## src/rtl/monkey_kbd_pkg.sv

```systemverilog
// ============================================================================
// monkey_kbd_pkg -- PS/2 set-2 scan codes, prefix FSM states and direction
// masks shared by the monkey key decoder.
// Revision: 1.0 -- initial release
// ============================================================================
`default_nettype none

package monkey_kbd_pkg;

  typedef enum logic [1:0] {
    ST_IDLE    = 2'd0,
    ST_EXT     = 2'd1,
    ST_BRK     = 2'd2,
    ST_EXT_BRK = 2'd3
  } kbd_state_e;

  localparam logic [7:0] SC_EXT   = 8'hE0;
  localparam logic [7:0] SC_BRK   = 8'hF0;
  localparam logic [7:0] SC_UP    = 8'h75;
  localparam logic [7:0] SC_DOWN  = 8'h72;
  localparam logic [7:0] SC_LEFT  = 8'h6B;
  localparam logic [7:0] SC_RIGHT = 8'h74;
  localparam logic [7:0] SC_W     = 8'h1D;
  localparam logic [7:0] SC_S     = 8'h1B;
  localparam logic [7:0] SC_A     = 8'h1C;
  localparam logic [7:0] SC_D     = 8'h23;

  // Direction vectors are packed as {up, down, left, right}.
  localparam int DIR_UP    = 3;
  localparam int DIR_DOWN  = 2;
  localparam int DIR_LEFT  = 1;
  localparam int DIR_RIGHT = 0;

  function automatic logic [3:0] arrow_mask(input logic [7:0] code);
    logic [3:0] m;
    m = 4'b0000;
    case (code)
      SC_UP:    m[DIR_UP]    = 1'b1;
      SC_DOWN:  m[DIR_DOWN]  = 1'b1;
      SC_LEFT:  m[DIR_LEFT]  = 1'b1;
      SC_RIGHT: m[DIR_RIGHT] = 1'b1;
      default:  m = 4'b0000;
    endcase
    return m;
  endfunction

  function automatic logic [3:0] wasd_mask(input logic [7:0] code);
    logic [3:0] m;
    m = 4'b0000;
    case (code)
      SC_W:    m[DIR_UP]    = 1'b1;
      SC_S:    m[DIR_DOWN]  = 1'b1;
      SC_A:    m[DIR_LEFT]  = 1'b1;
      SC_D:    m[DIR_RIGHT] = 1'b1;
      default: m = 4'b0000;
    endcase
    return m;
  endfunction

endpackage

`default_nettype wire

```

## src/rtl/monkey_key_decoder.sv

```systemverilog
// ============================================================================
// monkey_key_decoder -- PS/2 arrow-key decoder producing frame-stable motion
// levels. Optional WASD support is enabled by defining MONKEY_KEY_WASD_EN.
// Revision: 1.0 -- initial release
// ============================================================================
`default_nettype none

module monkey_key_decoder
  import monkey_kbd_pkg::*;
#(
  parameter int TIMEOUT_CYCLES = 50000
) (
  input  logic       clk,
  input  logic       resetN,
  input  logic       startOfFrame,
  input  logic [7:0] keyCode,
  input  logic       keyValid,
  output logic       leftPressed,
  output logic       rightPressed,
  output logic       upPressed,
  output logic       downPressed,
  output logic       anyPressed
);

  localparam int CNT_W = (TIMEOUT_CYCLES > 2) ? $clog2(TIMEOUT_CYCLES) : 1;
  localparam logic [CNT_W-1:0] CNT_LAST = CNT_W'(TIMEOUT_CYCLES - 1);

  kbd_state_e       state_q, state_d;
  logic [CNT_W-1:0] cnt_q, cnt_d;
  logic [3:0]       arrow_q, arrow_d;
  logic [3:0]       raw_q, raw_d;
  logic [3:0]       dir_q;
  logic             any_q;

`ifdef MONKEY_KEY_WASD_EN
  logic [3:0] wasd_q, wasd_d;
  assign raw_q = arrow_q | wasd_q;
  assign raw_d = arrow_d | wasd_d;
`else
  assign raw_q = arrow_q;
  assign raw_d = arrow_d;
`endif

  always_comb begin
    state_d = state_q;
    cnt_d   = cnt_q;
    arrow_d = arrow_q;
`ifdef MONKEY_KEY_WASD_EN
    wasd_d  = wasd_q;
`endif
    if (keyValid) begin
      cnt_d = '0;
      case (state_q)
        ST_IDLE: begin
          if (keyCode == SC_EXT) begin
            state_d = ST_EXT;
          end else if (keyCode == SC_BRK) begin
            state_d = ST_BRK;
          end else begin
`ifdef MONKEY_KEY_WASD_EN
            wasd_d = wasd_q | wasd_mask(keyCode);
`endif
            state_d = ST_IDLE;
          end
        end
        ST_EXT: begin
          if (keyCode == SC_BRK) begin
            state_d = ST_EXT_BRK;
          end else if (keyCode == SC_EXT) begin
            state_d = ST_EXT;
          end else begin
            arrow_d = arrow_q | arrow_mask(keyCode);
            state_d = ST_IDLE;
          end
        end
        ST_BRK: begin
          // A stray E0 after F0 is dropped rather than treated as a break.
`ifdef MONKEY_KEY_WASD_EN
          if (keyCode != SC_EXT) begin
            wasd_d = wasd_q & ~wasd_mask(keyCode);
          end
`endif
          state_d = ST_IDLE;
        end
        default: begin
          arrow_d = arrow_q & ~arrow_mask(keyCode);
          state_d = ST_IDLE;
        end
      endcase
    end else if (state_q != ST_IDLE) begin
      if (cnt_q == CNT_LAST) begin
        state_d = ST_IDLE;
        cnt_d   = '0;
      end else begin
        cnt_d = cnt_q + CNT_W'(1);
      end
    end else begin
      cnt_d = '0;
    end
  end

  always_ff @(posedge clk or negedge resetN) begin
    if (!resetN) begin
      state_q <= ST_IDLE;
      cnt_q   <= '0;
      arrow_q <= '0;
`ifdef MONKEY_KEY_WASD_EN
      wasd_q  <= '0;
`endif
      dir_q   <= '0;
      any_q   <= 1'b0;
    end else begin
      state_q <= state_d;
      cnt_q   <= cnt_d;
      arrow_q <= arrow_d;
`ifdef MONKEY_KEY_WASD_EN
      wasd_q  <= wasd_d;
`endif
      any_q   <= |raw_d;
      // Frame latch samples pre-update flags; opposing pairs cancel out.
      if (startOfFrame) begin
        dir_q[DIR_UP]    <= raw_q[DIR_UP]    & ~raw_q[DIR_DOWN];
        dir_q[DIR_DOWN]  <= raw_q[DIR_DOWN]  & ~raw_q[DIR_UP];
        dir_q[DIR_LEFT]  <= raw_q[DIR_LEFT]  & ~raw_q[DIR_RIGHT];
        dir_q[DIR_RIGHT] <= raw_q[DIR_RIGHT] & ~raw_q[DIR_LEFT];
      end
    end
  end

  assign upPressed    = dir_q[DIR_UP];
  assign downPressed  = dir_q[DIR_DOWN];
  assign leftPressed  = dir_q[DIR_LEFT];
  assign rightPressed = dir_q[DIR_RIGHT];
  assign anyPressed   = any_q;

endmodule

`default_nettype wire

```

## config.mk

```make
export PLATFORM = sky130hd
export DESIGN_NAME = monkey_key_decoder
export DESIGN_NICKNAME = d
export VERILOG_FILES = /design/src/rtl/monkey_kbd_pkg.sv /design/src/rtl/monkey_key_decoder.sv
export SDC_FILE = /design/constraint.sdc
export NUM_CORES = 1
export LEC_CHECK = 0
export CORE_AREA = 5 5 58 60
export CTS_CLUSTER_SIZE = 14
export DETAILED_ROUTE_END_ITERATION = 8
export DIE_AREA = 0 0 63 65
export GPL_TIMING_DRIVEN = 0
export MAX_ROUTING_LAYER = met4
export PLACE_DENSITY = 0.72
export SLEW_MARGIN = 20
export SYNTH_ARGS = -nofsm -noshare
export SYNTH_HDL_FRONTEND = slang
export SYNTH_SLANG_ARGS = --single-unit
```

## constraint.sdc

```tcl
create_clock -name clk -period 3.23 [get_ports clk]
set_clock_uncertainty 0.05 [all_clocks]
set_input_delay 0.8075 -clock clk [delete_from_list [all_inputs] [get_ports clk]]
set_output_delay 0.8075 -clock clk [all_outputs]
set_load 0.03 [all_outputs]
```

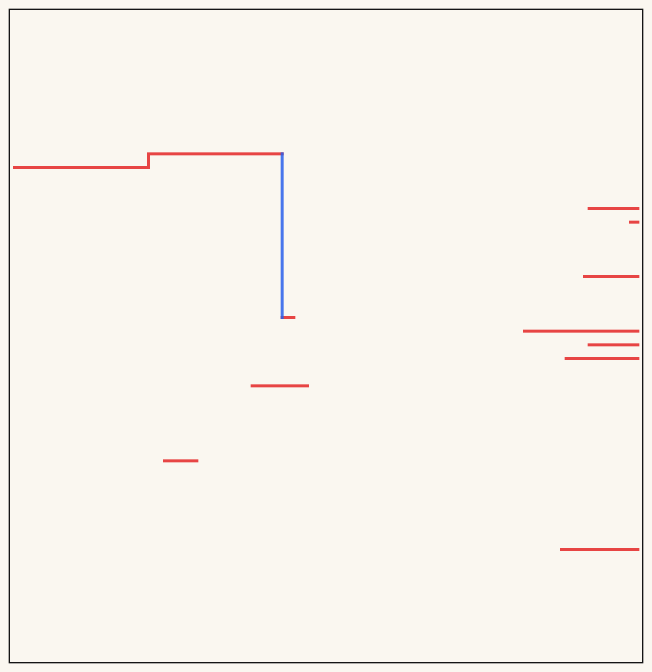
Run 1: wiring by layer
Only two layers are drawn.
[red] metal 3 | wire length: 79.8 um
[blue] metal 4 | wire length: 16.3 um
drt wl/cell: 13.7 um
final wirelength: 2570 um
total via count in the routed design: 1047

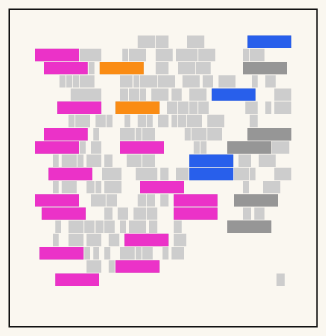
Run 1: sequential cells coloured by netlist name
Other sequential cells in the stronger grey, the rest of the logic in the fainter grey.
[orange] `state_q` | sequential cells: 2
[blue] `arrow_q` | sequential cells: 4
[magenta] `cnt_q` | sequential cells: 16
not coloured: 5

==> notes.md, run 1 <==
Implementation numbers.

- The post-route netlist has 8.44% of its cells at a drive strength greater than 1.
- The number of setup violations in the final report reads 0.
- The worst setup path is of the in -> reg kind.
- The met2 demand-to-capacity share in global routing is 22.6%.
- The total leakage power reads 0.626 nW.
- The hold buffer count at CTS is 0.
- The global-route track usage on met3 is 2.95%.
- The share of synthesized cell area in and-or and or-and compound cells is 7.68%.
- The post-synthesis cell area reads 1350 sq um.
- Setup repair after global routing left no endpoint under its margin.
- The iteration tally of the first detailed-router pass reads 5.
- The cell area reported after detailed placement is 1550 sq um.
- The final instance count without filler cells is 187.
- The largest delay contributor family on the critical path is simple AND/OR/NAND/NOR gates.
- The sum of buffers and inverters on the critical path reads 1.
- The maximum fanout encountered on the critical timing path reads 6.
- The area share of xor/xnor cells in the synthesized design reads 7.12%.
- The library cell with the largest summed area after synthesis reads sky130_fd_sc_hd__dfrtp_1.
- The yosys warning tally reads 0.
- A synthesized cell averages 10.1 sq um.
- The number of antenna violations at the first check in global routing is 0.
- The wire length of the first global-routing pass reads 4260 um.
- The final hold slack is 0.426 ns.
- Sorting the synthesized cells by how often they occur yields sky130_fd_sc_hd__dfrtp_1 (27), sky130_fd_sc_hd__nor2_1 (15), sky130_fd_sc_hd__inv_1 (12).
- In the final report, the number of pins over their slew limit comes to 0.
- The required time of the critical path is 3.38 ns.
- In this run the critical path is formed by clkdlybuf4s50_1, nor4bb_1, and4b_1, mux2i_1, nand4b_1.
- Per the power-grid run, VDD falls by no more than 0.000258 V.
- The worst slack after detailed placement reads 0.502 ns.
- Power comes to 0.506 mW.
- According to the floorplan log, the row count is 20.
- The detailed-route vias per instance reads 5.60.
- The most frequently used flop master after synthesis is sky130_fd_sc_hd__dfrtp_1.
- The number of inserted filler cells in the final layout is 264.
- Across all setup checks in the final design, the least slack found is 0.849 ns.
- The sequential fraction of the synthesis area is 50.0%.
- The standard cell core area is 2880 sq um.
- The floorplan die width reads 63 um.
- The global routing usage on met1 reads 14.8%.
- The final net count reads 168.
- Yosys attributes the largest share of cell area to sky130_fd_sc_hd__dfrtp_1 (50%), sky130_fd_sc_hd__xnor2_1 (5.8%), sky130_fd_sc_hd__nor2_1 (4.2%).
- Entering global routing, the biggest net connects 28 pins.
- The fraction of registers with async set or reset after synthesis reads 100%.
- The final count of hold timing violations reads 0.
- Looking at the clock tree report, the root buffer type is sky130_fd_sc_hd__clkbuf_4.
- The weighted congestion at the end of routability-driven global placement is 0.797.
- The remaining design rule violation count is 0.
- In this run the worst setup path begins at keyCode[4].
- The upper clock frequency limit reads 0.420 GHz.
- The number of warnings the tools reported reads 26.
- The post-synth area from yosys stat reads 1350 sq um.
- The wire-length estimate of the detail-placed layout is 1980 um.
- The largest incremental delay on the critical path reads 0.57 ns.
- On the critical path, the stage with the largest delay is an instance of sky130_fd_sc_hd__clkdlybuf4s50_1.
- The met2 routed wirelength reads 1360 um.
- Logic depth along the worst register-to-register path is recorded as 6.
- The max-cap violation count reads 0.
- The count of routing violations after the opening detailed-route iteration is 19.
- The worst setup path is captured at a flip-flop.
- The number of buffers inserted by port buffering reads 16.
- Per the OpenROAD floorplan log, the area of the die is 4100 sq um.
- The flow ran to the end, and the final reports show no timing, DRC or antenna violations.
- For reference, the mux area share after synthesis is 1.48%.
- The layer flagged by global routing as most heavily used is met2.
- The arrival time at the worst endpoint is 2.53 ns.
- Signal nets in the final route climb as high as met4.
- The final critical delay including setup and external delays is 2.38 ns.
- For this block, wires on met1 add up to 1110 um.
- The kind of path behind the tightest hold check reads in -> async.
- In this run the power density over the cells is 321 nW/um^2.
- The number of inserted diodes reads 0.
- The total routing usage reported by global routing reads 13.1%.
- Before placement the cells fill 47.0% of the core.
- Looking at the reg2reg group, the worst path starts from cnt_q[0].
- The final total negative setup slack reads 0 ns.
- The synthesized design devotes to its leading area cell type 50.0% of total area.
- The number of buffers inserted during clock tree synthesis reads 3.
- The deepest clock path buffer count is 2.
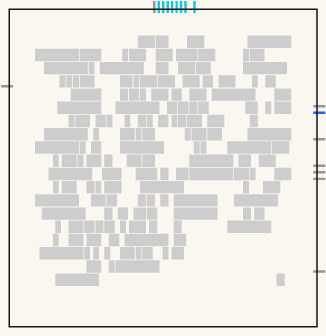
Run 1: ports around the boundary
Pins as bars across the die edge, other pins in grey.
[blue] `downPressed` | pins: 1 | direction: output | edge: east
[cyan] `keyCode` | pins: 8 | direction: input | edge: north

## run 1: layout by cell type, fill, tap and decap left out, types with 3 or more instances in the layout
master	instances
sky130_fd_sc_hd__nor4_1	3
sky130_fd_sc_hd__clkbuf_4	3
sky130_fd_sc_hd__and3_1	3
sky130_fd_sc_hd__inv_1	12
sky130_fd_sc_hd__xnor2_1	9
sky130_fd_sc_hd__dfrtp_1	27
sky130_fd_sc_hd__nand4_1	5
sky130_fd_sc_hd__nand3_1	5
sky130_fd_sc_hd__nand2_1	7
sky130_fd_sc_hd__nor2b_1	3
sky130_fd_sc_hd__clkdlybuf4s50_1	15
sky130_fd_sc_hd__o21ai_0	5
sky130_fd_sc_hd__a21oi_1	3
sky130_fd_sc_hd__nor2_1	15
## run 1: area by class of cell
| class | count | area [sq um] | share of cell area [%] |
|---|---|---|---|
| flip-flops and latches | 27 | 676 | 42.9 |
| multi-input cells | 94 | 628 | 39.9 |
| repair buffers | 16 | 155 | 9.85 |
| inverters | 12 | 45.0 | 2.86 |
| well taps | 33 | 41.3 | 2.62 |
| clock buffers | 4 | 26.3 | 1.67 |
| plain buffers | 1 | 3.75 | 0.238 |
## run 1: registers in the layout, summed over array words and instances, names as in the netlist
register,flops
dir_q,4
cnt_q,16
anyPressed,1
arrow_q,4
state_q,2
## run 1: power by group
group	internal, mW	switching (mW)	total (mW)
sequential	0.338	0.000171	0.338
clock	0.0482	0.0903	0.138
combinational	0.0143	0.0146	0.0289
total	0.401	0.105	0.506
## run 1: logic make-up (layout without fill, tap and decap cells)
family / count (synthesis) / count (layout)
adder cells (fa/ha/maj): 1 / 1
XOR/XNOR: 11 / 11
AND/OR/NAND/NOR: 64 / 64
multiplexers: 2 / 2
buffers and inverters: 13 / 33
flip-flops: 27 / 27
AND-OR/OR-AND: 16 / 16
==> run 2, diff against run 1 <==
- clock period: 3.23 -> 2.22 ns (I/O delays scaled with it)
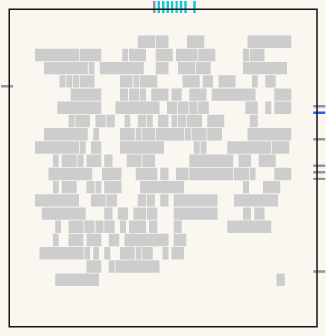
Run 2: ports around the boundary
Pins as bars across the die edge, other pins in grey.
[cyan] `keyCode` | pins: 8 | direction: input | edge: north
[blue] `downPressed` | pins: 1 | direction: output | edge: east
all pins by edge: 9 north, 7 east, 1 west

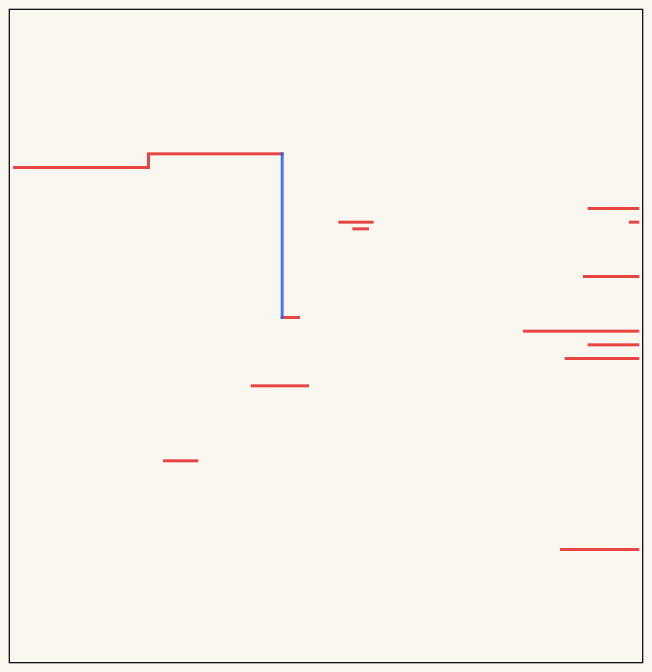
Run 2: wiring by layer
Only two layers are drawn.
[red] metal 3 | wire length: 84.9 um
[blue] metal 4 | wire length: 16.3 um

==> run 2 against run 1 <==
Against the previous run: area after synthesis unchanged; non-clock buffer count unchanged; critical endpoint unchanged; sequential share of layout area is 0.20 points lower; cell count is the same; wire length grew 1.8%; synthesized cell count unchanged.
==> notes.md, run 2 <==
Implementation numbers.

- The number of inserted filler cells in the final layout is 261 (was 264).
- The flip-flop and latch share of the layout cell area reads 42.7% (was 42.9%).
- Most frequent cells in the layout: sky130_fd_sc_hd__dfrtp_1 (27), sky130_fd_sc_hd__nor2_1 (15), sky130_fd_sc_hd__clkdlybuf4s50_1 (15) (unchanged).
- Status: finished, final reports clean (unchanged).
- The remaining design rule violation count is 0 (unchanged).
- The total grt overflow is 0 (unchanged).
- The kind of start point of the critical path is an input port (unchanged).
- The number of enable flip-flop cells came to 0 (unchanged).
- The gate count of the mapped netlist is 134 (unchanged).
- The fraction of registers with async set or reset after synthesis reads 100% (unchanged).
- The final count of hold timing violations is 0 (unchanged).
- The number of register bits inferred by synthesis was 27 (unchanged).
- The number of antenna violations at the first check in global routing is 0 (unchanged).
- The clock latency on the worst-skew pair is 0.32 ns (was 0.31 ns).
- The required time of the critical path is 2.38 ns (was 3.38 ns).
- The layout overhead on the synthesized area is 17.0% (was 16.5%).
- The non-clock buffering overhead in the final layout is 10.1% (about the same).
- The number of warnings the tools reported reads 26 (unchanged).
- The portion of total power attributed to sequential cells is 66.5% (was 66.9%).
- Unrepaired setup endpoints after global routing: false (unchanged).
- The capturing element type of the critical path is a flip-flop (unchanged).
- The post-synth area from yosys stat was 1350 sq um (unchanged).
- Top Registers: cnt_q (16), arrow_q (4), dir_q (4) (unchanged).
- The sequential standard cell area reads 676 sq um (unchanged).
- The final core area utilization reads 55.0% (was 54.7%).
- The kind of critical path reads in -> reg (unchanged).
- The transition at the pin with the smallest max-transition slack is 0.586 ns (was 0.582 ns).
- The part of the power in the clock network reads 27.6% (was 27.4%).
- The max-cap violation count is 0 (unchanged).
- The number of sinks handled by clock tree synthesis reads 27 (unchanged).
- The fraction of layout instances using a drive strength above 1 reads 9.74% (was 8.44%).
- The combinational power reads 0.0436 mW (was 0.0289 mW).
- The total routing usage reported by global routing is 13.1% (unchanged).
- The final net count reads 168 (unchanged).
- The iteration tally of the first detailed-router pass reads 4 (was 5).
- Largest cells by area after synthesis: sky130_fd_sc_hd__dfrtp_1 (50%), sky130_fd_sc_hd__xnor2_1 (5.8%), sky130_fd_sc_hd__nor2_1 (4.2%) (unchanged).
- The slowest cell on the critical path is sky130_fd_sc_hd__clkdlybuf4s50_1 (unchanged).
- The final hold slack reads 0.167 ns (was 0.426 ns).
- The net count after synthesis is 147 (unchanged).
- The upper clock frequency limit is 0.490 GHz.
- The post-synthesis cell area is 1350 sq um (unchanged).
- The die boundary height was 65 um (unchanged).
- The number of distinct library cell variants in the gate-level netlist after synthesis reads 40 (unchanged).
- The number of inserted diodes is 0 (unchanged).
- The total I/O pin count reads 17 (unchanged).
- The power in sequential cells reads 0.492 mW (was 0.338 mW).
- The number of buffers inserted by port buffering was 16 (unchanged).
- The mean cell area of the mapped netlist reads 10.1 sq um (unchanged).
- The net switching share of the total power is 21.2% (was 20.8%).
- The floorplan die width is 63 um (unchanged).
- The fraction of area in multi-input gates reads 40.1% (was 39.9%).
- The deepest clock path buffer count is 2 (unchanged).
- The via count of the first global-routing pass is 990 (unchanged).
- The power consumed by the clock network is 0.205 mW (was 0.138 mW).
- The internal cell power is 0.584 mW (was 0.401 mW).
- The sequential fraction of the synthesis area is 50.0% (unchanged).
- The CTS root buffer was sky130_fd_sc_hd__clkbuf_4 (unchanged).
- The highest-count logic cell in the final layout was sky130_fd_sc_hd__dfrtp_1 (unchanged).
- The area of the die is 4100 sq um (unchanged).
- The count of routing violations after the opening detailed-route iteration was 20 (was 19).
- The well-tap cell count is 33 (unchanged).
- The overall via count from detail_route is 1050 (was 1047).
- The final total negative setup slack reads 0 ns (unchanged).
- The number of pins with negative max-slew slack in the final report came to 0 (unchanged).
- The power density of the placed cells is 468 nW/um^2 (was 321 nW/um^2).
- The H-tree depth is 1 (unchanged).
- The per-cell routed wire length reads 14.0 um (was 13.7 um).
- The clock slew seen by the registers of the worst setup and hold paths was 0.14 ns (about the same).
- The top cell class by occupied area reads flip-flops and latches (unchanged).
- The final-layout clock buffer total reads 4 (unchanged).
- The maximum fanout encountered on the critical timing path came to 6 (unchanged).
- The switching power summed over all nets reads 0.157 mW (was 0.105 mW).
- Synth top cells by count: sky130_fd_sc_hd__dfrtp_1 (27), sky130_fd_sc_hd__nor2_1 (15), sky130_fd_sc_hd__inv_1 (12) (unchanged).
- The clock tree from TritonCTS reads yes (unchanged).
- The library cell with the largest summed area after synthesis is sky130_fd_sc_hd__dfrtp_1 (unchanged).
- After layout, the worst path uses 92.0% of the clock period.
- The cell count in the Yosys report is 134 (unchanged).
- The fraction of the core area occupied by cells at floorplan reads 47.0% (unchanged).
- The largest net degree at the start of global routing is 28 (unchanged).
- The combinational gate area is 634 sq um (was 628 sq um).
- The part of the total power dissipated in combinational logic was 5.9% (was 5.7%).
- The number of setup violations in the final report reads 0 (unchanged).
- The sum of routed wire length over all layers reads 2610 um (was 2570 um).
- The wire length of the first global-routing pass came to 4260 um (unchanged).
- The most frequently used flop master after synthesis is sky130_fd_sc_hd__dfrtp_1 (unchanged).
- The flip-flop count of the largest register, all copies and words added reads 16 (unchanged).
- The group drawing the most power is registers (unchanged).
- The kind of path behind the tightest hold check reads in -> async (unchanged).
- The sum of buffers and inverters on the critical path came to 1 (unchanged).
- The detailed-route vias per instance reads 5.61 (was 5.60).
- The share of the synthesized area in the top cell type is 50.0% (unchanged).
- The final HPWL from detailed placement came to 1980 um (unchanged).
- The largest incremental delay on the critical path was 0.57 ns (about the same).
- The yosys warning tally is 0 (unchanged).
- The layout inverter count without the clock tree is 12 (unchanged).
- The peak ir drop on the vdd network is 0.000376 V (was 0.000258 V).
- The number of buffers inserted during clock tree synthesis is 3 (unchanged).
- The most frequent cell after synthesis reads sky130_fd_sc_hd__dfrtp_1 (unchanged).
- The register with the highest flop count is cnt_q (unchanged).
- The weighted congestion at the end of routability-driven global placement is 0.797 (unchanged).
- The row count came to 20 (unchanged).
- The total number of sequential cells reads 27 (unchanged).
- The arrival time at the worst endpoint reads 2.20 ns (was 2.53 ns).
- Counting I/O delays and the setup requirement, the final critical path takes 2.04 ns.
- The count of nets left with antenna violations after detail routing reads 0 (unchanged).
- The worst max-slew margin expressed relative to the limit is 60.9% (was 61.2%).
- The multi-input combinational cell count came to 94 (unchanged).
- Ordered cell list for the critical path: clkdlybuf4s50_1, nor4bb_2, and4b_1, mux2i_1, nand4b_1 (was clkdlybuf4s50_1, nor4bb_1, and4b_1, mux2i_1, nand4b_1).
- The total leakage power came to 0.629 nW (was 0.626 nW).
- The largest delay contributor family on the critical path is simple AND/OR/NAND/NOR gates (unchanged).
- The count of plain and timing-repair buffers in the layout came to 17 (unchanged).
- The clock network area share reads 1.66% (was 1.67%).
- The standard cell core area is 2880 sq um (unchanged).
[run 2: cell families after synthesis]
family / Yosys count / synth area share, %
fa+ha+maj: 1 / 0.925
xor+xnor: 11 / 7.12
compound gates: 16 / 7.68
flops: 27 / 50.0
mux: 2 / 1.48
simple gates: 64 / 29.2
buf+inv: 13 / 3.61
[run 2: repair_timing]
| action | CTS | global route |
|---|---|---|
| hold buffers | 0 | 0 |
| gates resized | 0 | 3 |
| buffers inserted | 0 | 0 |
| endpoints found under the setup margin | 0 | 11 |
[run 2: worst paths after layout]
kind,start,endpoint,slack [ns],depth (start not counted)
max reg2reg,cnt_q[0],cnt_q[6],0.23,6
max in group asynchronous,resetN,cnt_q[12],1.56,1
min in group clk,cnt_q[0],cnt_q[0],0.48,1
min reg2reg,cnt_q[0],cnt_q[0],0.48,1
min,resetN,dir_q[3],0.17,1
max,keyCode[4],anyPressed,0.18,5
[run 2: per-layer routing]
| layer | global-route usage (%) | vias to the layer above | routed length (um) |
|---|---|---|---|
| met3 | 2.95 | 2 | 84 |
| met2 | 22.6 | 16 | 1400 |
| li1 | - | 515 | - |
| met5 | - | - | 0 |
| met4 | 4.77 | 0 | 16 |
| met1 | 14.8 | 517 | 1110 |
[run 2: per-stage QoR]
stage                     area, sq um  std cells  total power [mW]  worst slack [ns]
after floorplan                  1350        134             0.509             0.502
after global placement           1550        183             0.544            -0.219
after detailed placement         1550        183             0.545            -0.255
after CTS                        1580        187             0.756             0.103
after global routing             1580        187             0.783            0.0526
final                            1580        187             0.741             0.178
==> run 3, diff against run 2 <==
- CTS_BUF_LIST: unset -> sky130_fd_sc_hd__clkbuf_2 sky130_fd_sc_hd__clkbuf_4 sky130_fd_sc_hd__clkbuf_8
- SLEW_MARGIN: 20 -> 10
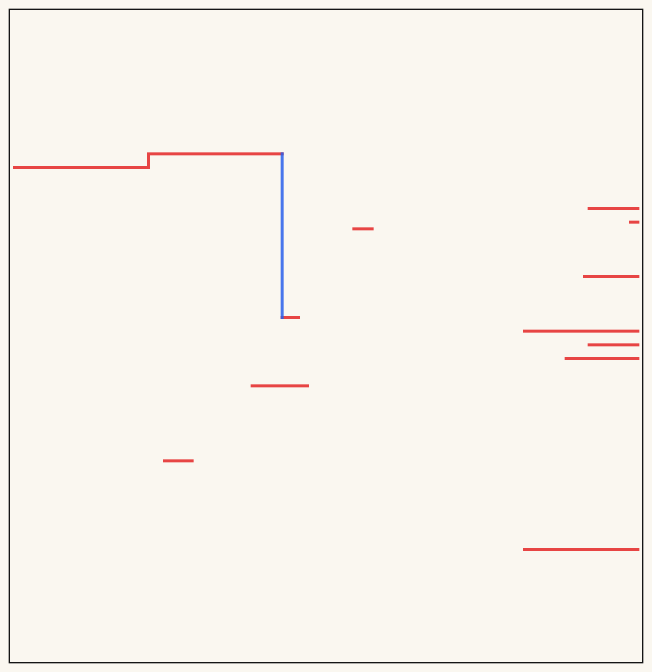
Run 3: wiring by layer
Only two layers are drawn.
[red] metal 3 | wire length: 85.4 um
[blue] metal 4 | wire length: 16.3 um
global-route usage over all layers: 13.2%
final wirelength: 2650 um
drt wl/cell: 14.2 um
total via count in the routed design: 1051

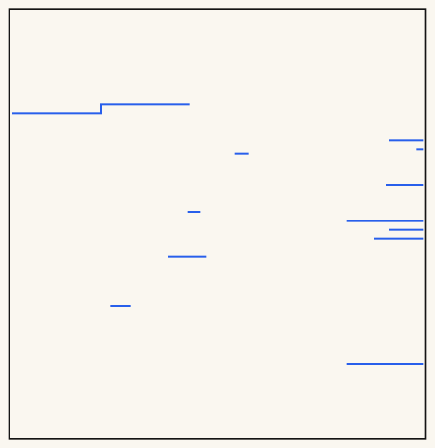
Run 3: met3 routing
share of all routed wire: 3.2%
nets with wire on the layer: 11
main direction: horizontal

==> run 3 against run 2 <==
Against the previous run: maximum frequency up 0.11%; setup slack better by 0.0023 ns; clock power up 5%; power up 1.5%; critical endpoint unchanged; register-to-register slack worse by 0.03 ns.
==> notes.md, run 3 <==
Implementation numbers.

- Status: finished, final reports clean (unchanged).
- The non-clock buffering overhead in the final layout is 10.1% (about the same).
- The library cell with the largest summed area after synthesis reads sky130_fd_sc_hd__dfrtp_1 (unchanged).
- The transition at the pin with the smallest max-transition slack reads 0.588 ns (was 0.586 ns).
- The count of routing violations after the opening detailed-route iteration is 29 (was 20).
- The number of inserted filler cells in the final layout was 261 (unchanged).
- The gate count of the mapped netlist was 134 (unchanged).
- Top Registers: cnt_q (16), arrow_q (4), dir_q (4) (unchanged).
- The clock latency on the worst-skew pair came to 0.31 ns (was 0.32 ns).
- The total leakage power reads 0.633 nW (was 0.629 nW).
- The part of the power in the clock network is 28.7% (was 27.6%).
- The final worst-path setup slack is 0.180 ns (was 0.178 ns).
- The number of sinks handled by clock tree synthesis is 27 (unchanged).
- The cell area reported after detailed placement reads 1550 sq um (about the same).
- The final critical delay including setup and external delays is 2.04 ns (about the same).
- The kind of start point of the critical path is an input port (unchanged).
- The number of enable flip-flop cells reads 0 (unchanged).
- The power in sequential cells is 0.492 mW (about the same).
- The number of register bits inferred by synthesis is 27 (unchanged).
- The total I/O pin count reads 17 (unchanged).
- The wire length of the first global-routing pass is 4280 um (was 4260 um).
- The power consumed by the clock network came to 0.216 mW (was 0.205 mW).
- The floorplan die width came to 63 um (unchanged).
- The upper clock frequency limit is 0.490 GHz (about the same).
- The net count after synthesis is 147 (unchanged).
- The switching power summed over all nets reads 0.156 mW (was 0.157 mW).
- The number of pins with negative max-slew slack in the final report is 0 (unchanged).
- The number of inserted diodes is 0 (unchanged).
- The number of setup buffers added after CTS is 0 (unchanged).
- The internal cell power reads 0.596 mW (was 0.584 mW).
- The portion of total power attributed to sequential cells is 65.5% (was 66.5%).
- The row count reads 20 (unchanged).
- The post-synth area from yosys stat reads 1350 sq um (unchanged).
- The fraction of registers with async set or reset after synthesis is 100% (unchanged).
- The worst slack after detailed placement is -0.255 ns (unchanged).
- The combinational gate area was 634 sq um (unchanged).
- The total non-filler cell area in the finished layout is 1590 sq um (was 1580 sq um).
- The slowest cell on the critical path is sky130_fd_sc_hd__clkdlybuf4s50_1 (unchanged).
- The required time of the critical path reads 2.37 ns (was 2.38 ns).
- The worst max-slew margin expressed relative to the limit is 60.8% (was 60.9%).
- The via count of the first global-routing pass is 994 (was 990).
- The fraction of the core area occupied by cells at floorplan is 47.0% (unchanged).
- The maximum fanout encountered on the critical timing path reads 6 (unchanged).
- The final core area utilization is 55.1% (was 55.0%).
- The group drawing the most power is registers (unchanged).
- The final hold slack reads 0.171 ns (was 0.167 ns).
- The clock network area share reads 1.89% (was 1.66%).
- The iteration tally of the first detailed-router pass reads 4 (unchanged).
- The final-layout clock buffer total is 4 (unchanged).
- The largest net degree at the start of global routing is 28 (unchanged).
- The peak ir drop on the vdd network reads 0.000376 V (about the same).
- The final net count is 168 (unchanged).
- The number of placed cells counting well taps reads 183 (unchanged).
- The layout inverter count without the clock tree reads 12 (unchanged).
- The net switching share of the total power reads 20.8% (was 21.2%).
- The total grt overflow is 0 (unchanged).
- The layout overhead on the synthesized area is 17.3% (was 17.0%).
- The final instance count without filler cells reads 187 (unchanged).
- The combinational power came to 0.0438 mW (was 0.0436 mW).
- The CTS root buffer is sky130_fd_sc_hd__clkbuf_4 (unchanged).
- The highest-count logic cell in the final layout is sky130_fd_sc_hd__dfrtp_1 (unchanged).
- The die boundary height came to 65 um (unchanged).
- The part of the total power dissipated in combinational logic reads 5.8% (was 5.9%).
- The number of antenna violations at the first check in global routing reads 0 (unchanged).
- Synth top cells by count: sky130_fd_sc_hd__dfrtp_1 (27), sky130_fd_sc_hd__nor2_1 (15), sky130_fd_sc_hd__inv_1 (12) (unchanged).
- The final total negative setup slack is 0 ns (unchanged).
- The overall power is 0.752 mW (was 0.741 mW).
- The H-tree depth is 1 (unchanged).
- The sequential fraction of the synthesis area is 50.0% (unchanged).
- The number of setup violations in the final report reads 0 (unchanged).
- The clock tree from TritonCTS reads yes (unchanged).
- The kind of critical path was in -> reg (unchanged).
- The hold buffer count at CTS reads 0 (unchanged).
- Unrepaired setup endpoints after global routing: false (unchanged).
- The count of nets left with antenna violations after detail routing came to 0 (unchanged).
- The flip-flop and latch share of the layout cell area is 42.6% (was 42.7%).
- The power density of the placed cells reads 474 nW/um^2 (was 468 nW/um^2).
- The fraction of layout instances using a drive strength above 1 is 10.4% (was 9.74%).
- The kind of path behind the tightest hold check was in -> async (unchanged).
- The arrival time at the worst endpoint is 2.19 ns (was 2.20 ns).
- Largest cells by area after synthesis: sky130_fd_sc_hd__dfrtp_1 (50%), sky130_fd_sc_hd__xnor2_1 (5.8%), sky130_fd_sc_hd__nor2_1 (4.2%) (unchanged).
- The detailed-route vias per instance is 5.62 (was 5.61).
- The cell count in the Yosys report is 134 (unchanged).
- The top cell class by occupied area reads flip-flops and latches (unchanged).
- Most frequent cells in the layout: sky130_fd_sc_hd__dfrtp_1 (27), sky130_fd_sc_hd__nor2_1 (15), sky130_fd_sc_hd__clkdlybuf4s50_1 (15) (unchanged).
- The number of buffers inserted by port buffering is 16 (unchanged).
- The multi-input combinational cell count is 94 (unchanged).
- The number of buffers inserted during clock tree synthesis is 3 (unchanged).
- The mean cell area of the mapped netlist reads 10.1 sq um (unchanged).
- The well-tap cell count is 33 (unchanged).
[run 3: netlist changes by cell type in the layout (fill, tap and decap cells not counted)]
cell / change
sky130_fd_sc_hd__clkbuf_1: -1
sky130_fd_sc_hd__clkbuf_4: +1
[run 3: kinds of logic (layout without fill, tap and decap cells)]
| logic type | after synthesis | count (layout) | synth area share, % |
|---|---|---|---|
| and+or+nand+nor | 64 | 64 | 29.2 |
| DFF | 27 | 27 | 50.0 |
| AOI/OAI and AO/OA | 16 | 16 | 7.68 |
| buffers and inverters | 13 | 33 | 3.61 |
| xor gates and xnor gates | 11 | 11 | 7.12 |
| muxes | 2 | 2 | 1.48 |
| adders and majority gates | 1 | 1 | 0.925 |
[run 3: worst max-delay path, delay by kind of cell]
| kind | cells | cell delay (ns) |
|---|---|---|
| buf+inv | 1 | 0.58 |
| simple gates | 3 | 0.80 |
| mux | 1 | 0.27 |
[run 3: final timing paths]
path / startpoint / end / slack (ns) / depth (start not counted)
worst max-delay path: keyCode[4] / anyPressed / 0.18 / 5
worst min-delay path: resetN / state_q[0] / 0.17 / 1
worst max register to register: cnt_q[0] / cnt_q[6] / 0.20 / 6
worst min register to register: cnt_q[0] / cnt_q[0] / 0.48 / 1
max in group asynchronous: resetN / arrow_q[1] / 1.56 / 1
min in group clk: cnt_q[0] / cnt_q[0] / 0.48 / 1
[run 3: routing by layer]
layer / track usage [%] / share of wire, %
met2: 22.9 / 54
met5: - / 0
met4: 4.77 / 0.60
met1: 14.8 / 43
met3: 2.95 / 3.2
[run 3: what timing repair did]
action | 4_1_cts | 5_1_grt
endpoints found under the hold margin | 0 | 0
gates resized | 0 | 3
setup endpoints to repair | 0 | 11
No activity file was given, so power comes from the tool's default toggle rates.
